==> config.mk <==
export PLATFORM = sky130hd
export DESIGN_NAME = wb_commit_queue
export DESIGN_NICKNAME = d
export VERILOG_FILES = /design/src/rtl/wb_commit_queue_pkg.sv /design/src/rtl/wb_queue_mem.sv /design/src/rtl/wb_commit_queue.sv
export SDC_FILE = /design/constraint.sdc
export NUM_CORES = 1
export LEC_CHECK = 0
export ABC_CLOCK_PERIOD_IN_PS = 4700
export CAP_MARGIN = 20
export CORE_MARGIN = 10
export CORE_UTILIZATION = 55
export DETAILED_ROUTE_END_ITERATION = 6
export PLACE_DENSITY = 0.76
export SYNTH_ARGS = -nofsm -noshare
export SYNTH_HDL_FRONTEND = slang
export SYNTH_SLANG_ARGS = --single-unit
==> constraint.sdc <==
create_clock -name clk -period 4.7 [get_ports clk]
set_clock_uncertainty 0.15 [all_clocks]
set_input_delay 1.175 -clock clk [delete_from_list [all_inputs] [get_ports clk]]
set_output_delay 1.175 -clock clk [all_outputs]
set_load 0.01 [all_outputs]
==> src/rtl/wb_commit_queue_pkg.sv <==
// Shared constants for the write-back commit queue: register address width,
// default data width and the "no write" address encoding.
package wb_commit_queue_pkg;
  localparam int ADDR_W = 3;
  localparam int DATA_W = 16;
  localparam logic [DATA_W-1:0] ZERO_DATA = '0;
  localparam logic [ADDR_W-1:0] NO_WRITE = '0;
endpackage

==> src/rtl/wb_queue_mem.sv <==
// Entry storage for the commit queue: two write ports, two combinational read ports.
// Contents are intentionally left unreset; only pointer/count state matters.
module wb_queue_mem
  import wb_commit_queue_pkg::*;
#(
  parameter int DEPTH = 8,
  parameter int WIDTH = DATA_W,
  localparam int PTR_W = $clog2(DEPTH),
  localparam int ENTRY_W = ADDR_W + WIDTH
) (
  input  logic               clk,
  input  logic               we_0,
  input  logic [PTR_W-1:0]   waddr_0,
  input  logic [ENTRY_W-1:0] wdata_0,
  input  logic               we_1,
  input  logic [PTR_W-1:0]   waddr_1,
  input  logic [ENTRY_W-1:0] wdata_1,
  input  logic [PTR_W-1:0]   raddr_0,
  output logic [ENTRY_W-1:0] rdata_0,
  input  logic [PTR_W-1:0]   raddr_1,
  output logic [ENTRY_W-1:0] rdata_1
);
  logic [ENTRY_W-1:0] mem [DEPTH];

  // The two write addresses are always distinct slots when both enables are set.
  always_ff @(posedge clk) begin
    if (we_0) mem[waddr_0] <= wdata_0;
    if (we_1) mem[waddr_1] <= wdata_1;
  end

  assign rdata_0 = mem[raddr_0];
  assign rdata_1 = mem[raddr_1];
endmodule

==> src/rtl/wb_commit_queue.sv <==
// Two-wide in-order write-back queue: accepts up to two results per cycle and
// drains up to two per cycle onto registered register-file write ports.
module wb_commit_queue
  import wb_commit_queue_pkg::*;
#(
  parameter int DEPTH = 8,
  parameter int WIDTH = DATA_W,
  localparam int PTR_W = $clog2(DEPTH),
  localparam int CNT_W = PTR_W + 1
) (
  input  logic              clk,
  input  logic              reset,
  input  logic              in_valid_0,
  input  logic [ADDR_W-1:0] in_addr_0,
  input  logic [WIDTH-1:0]  in_data_0,
  input  logic              in_valid_1,
  input  logic [ADDR_W-1:0] in_addr_1,
  input  logic [WIDTH-1:0]  in_data_1,
  output logic              in_ready,
  input  logic              drain_en,
  input  logic              flush,
  output logic [ADDR_W-1:0] wa_0,
  output logic [ADDR_W-1:0] wa_1,
  output logic [WIDTH-1:0]  wd_0,
  output logic [WIDTH-1:0]  wd_1,
  output logic [CNT_W-1:0]  count,
  output logic              overflow
);
  localparam int ENTRY_W = ADDR_W + WIDTH;
  localparam logic [CNT_W-1:0] READY_MAX = CNT_W'(DEPTH - 2);
  localparam logic [CNT_W-1:0] CNT_TWO = CNT_W'(2);

  logic [PTR_W-1:0]   wr_ptr, rd_ptr;
  logic               acc_0, acc_1, en_0, en_1;
  logic [CNT_W-1:0]   n_enq, n_pop;
  logic [ENTRY_W-1:0] entry_0, entry_1, head_0, head_1;
  logic [ADDR_W-1:0]  head_addr_0, head_addr_1;
  logic [WIDTH-1:0]   head_data_0, head_data_1;

  // Handshake: a port's result is taken at a rising edge when in_valid_x=1,
  // in_addr_x!=0 and in_ready=1; in_ready depends only on registered count,
  // so it never combinationally depends on in_valid_x.
  assign in_ready = (count <= READY_MAX);

  assign acc_0 = in_valid_0 && (in_addr_0 != NO_WRITE);
  assign acc_1 = in_valid_1 && (in_addr_1 != NO_WRITE);
  assign en_0  = acc_0 && in_ready && !flush;
  assign en_1  = acc_1 && in_ready && !flush;
  assign n_enq = CNT_W'(en_0) + CNT_W'(en_1);

  always_comb begin
    n_pop = '0;
    if (drain_en && !flush) n_pop = (count >= CNT_TWO) ? CNT_TWO : count;
  end

  assign entry_0 = {in_addr_0, in_data_0};
  assign entry_1 = {in_addr_1, in_data_1};

  // A lone port-1 result takes the wr_ptr slot so no hole is left.
  wb_queue_mem #(.DEPTH(DEPTH), .WIDTH(WIDTH)) u_mem (
    .clk     (clk),
    .we_0    (en_0 || en_1),
    .waddr_0 (wr_ptr),
    .wdata_0 (en_0 ? entry_0 : entry_1),
    .we_1    (en_0 && en_1),
    .waddr_1 (wr_ptr + PTR_W'(1)),
    .wdata_1 (entry_1),
    .raddr_0 (rd_ptr),
    .rdata_0 (head_0),
    .raddr_1 (rd_ptr + PTR_W'(1)),
    .rdata_1 (head_1)
  );

  assign {head_addr_0, head_data_0} = head_0;
  assign {head_addr_1, head_data_1} = head_1;

  always_ff @(posedge clk or negedge reset) begin
    if (!reset) begin
      wr_ptr   <= '0;
      rd_ptr   <= '0;
      count    <= '0;
      overflow <= 1'b0;
      wa_0     <= NO_WRITE;
      wa_1     <= NO_WRITE;
      wd_0     <= '0;
      wd_1     <= '0;
    end else if (flush) begin
      wr_ptr <= '0;
      rd_ptr <= '0;
      count  <= '0;
      wa_0   <= NO_WRITE;
      wa_1   <= NO_WRITE;
    end else begin
      wr_ptr <= wr_ptr + n_enq[PTR_W-1:0];
      rd_ptr <= rd_ptr + n_pop[PTR_W-1:0];
      count  <= count + n_enq - n_pop;
      if ((acc_0 || acc_1) && !in_ready) overflow <= 1'b1;
      wa_0 <= NO_WRITE;
      wa_1 <= NO_WRITE;
      if (n_pop == CNT_TWO) begin
        // Two writes to one register collapse into the younger value.
        if (head_addr_0 != head_addr_1) begin
          wa_0 <= head_addr_0;
          wd_0 <= head_data_0;
        end
        wa_1 <= head_addr_1;
        wd_1 <= head_data_1;
      end else if (n_pop != '0) begin
        wa_0 <= head_addr_0;
        wd_0 <= head_data_0;
      end
    end
  end
endmodule
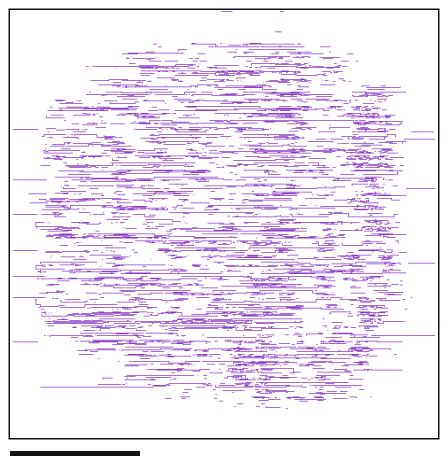
met1.png
Bar = 50 microns.
longest straight run: 47.4 microns
main direction: horizontal
share of all routed wire: 39%

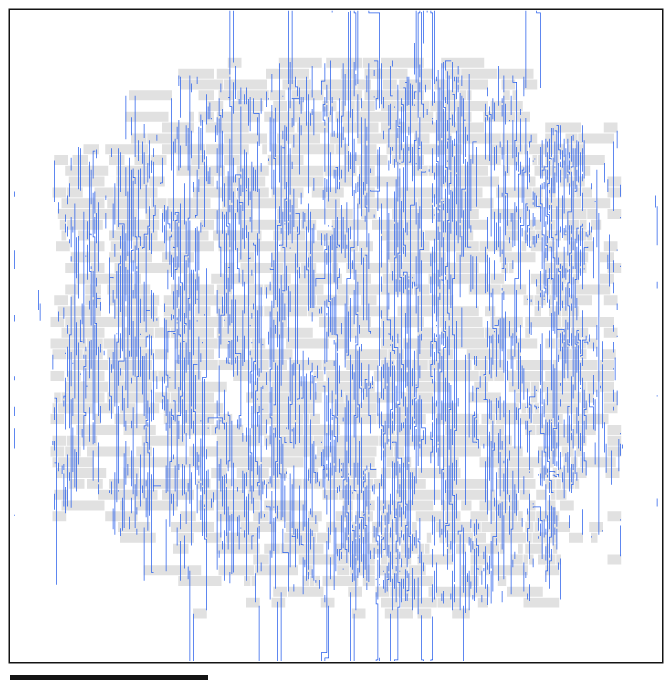
met2.png
Bar = 50 microns. Cells faint in the background.
share of all routed wire: 50%
main direction: vertical
wire length on this layer: 14,900 microns
DRT Wirelength: 29,400 microns
global-route met2 utilization: 37.1%
vias after detailed routing: 7,590

==> flow_metrics.py <==
# Metrics from the implementation run
metrics = {
    "clock_network": {
        "worst_skew_pair.late_latency_ns": 0.50,
        "numCtsBuffers": 22,
        "post_cts_setup_driven_buffer_insertion_count": 0,
        "clock_tree.buffer_depth": 3,
    },
    "global_route": {
        "first_global_vias": 7812,
        "global_route.usage.met1_pct": 27.5,
        "grt_start_max_net_pins": 43,
        "grt_first_pass_wirelength_microns": 45500,
    },
    "pwr": {
        "sequentialPower_mw": 2.36,
        "worst_ir_drop_vdd_mv": 0.378,
        "top_power_group": "registers",
    },
    "timing": {
        "period_minus_slack_ns": 3.91,
        "final-hold-violation-count": 0,
        "setup_total_negative_slack_ns": 0,
        "fin_hold_ws_ns": 0.325,
    },
    "synthesis": {
        "ys.flop_type": "sky130_fd_sc_hd__edfxtp_1",
        "numSynthFlops": 201,
        "enable_flop_cells": 152,
        "top_area_share_pct": 39.9,
        "syn_nets": 846,
    },
    "final_layout": {
        "fillers": 1387,
        "nonClkBufAreaFrac_pct": 8.90,
        "layout_top_cells_excl_fill_tap": "sky130_fd_sc_hd__mux2_2, sky130_fd_sc_hd__edfxtp_1, sky130_fd_sc_hd__clkdlybuf4s50_1",
        "syn_to_final_growth_pct": 18.2,
        "final_cells": 1167,
    },
    "setup_path": {
        "timing.rr.end": "u_mem.mem[0][4]$_DFFE_PP_",
        "endpoint_required_time_on_the_critical_path_ns": 4.71,
        "timing.critical_path.cells": "clkdlybuf4s50_1, o31a_1, nand3b_1, inv_1, ha_1, inv_1, or3_1, o2bb2ai_1, nand2_1, o21ai_2, buf_4",
        "setup.worst_path.start": "in_addr_1[0]",
        "cp-start-kind": "primary input",
    },
    "detailed_routing": {
        "detail_route.first_pass.iterations": 6,
        "routed-wl-met3_microns": 2560,
        "wl_met2_microns": 14900,
        "detail_route.iter0.violations": 748,
        "route.layer.met1.wl_microns": 11300,
    },
    "die": {
        "design.die.area_sq_mm": 0.0270,
        "row_count": 52,
    },
    "min_path": {
        "worstHoldStart": "overflow$_DFFE_PN0P_",
    },
    "outcome": {
        "run_status": "finished, final reports clean",
    },
}
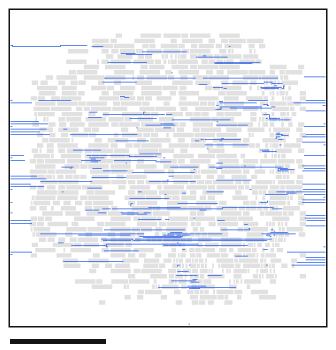
met3.png
Bar = 50 microns. Cells faint in the background.
share of all routed wire: 8.7%
longest straight run: 70.8 microns
nets with wire on the layer: 144
main direction: horizontal
met3 usage in global routing: 5.01%

Power and IR drop assume default switching activity.
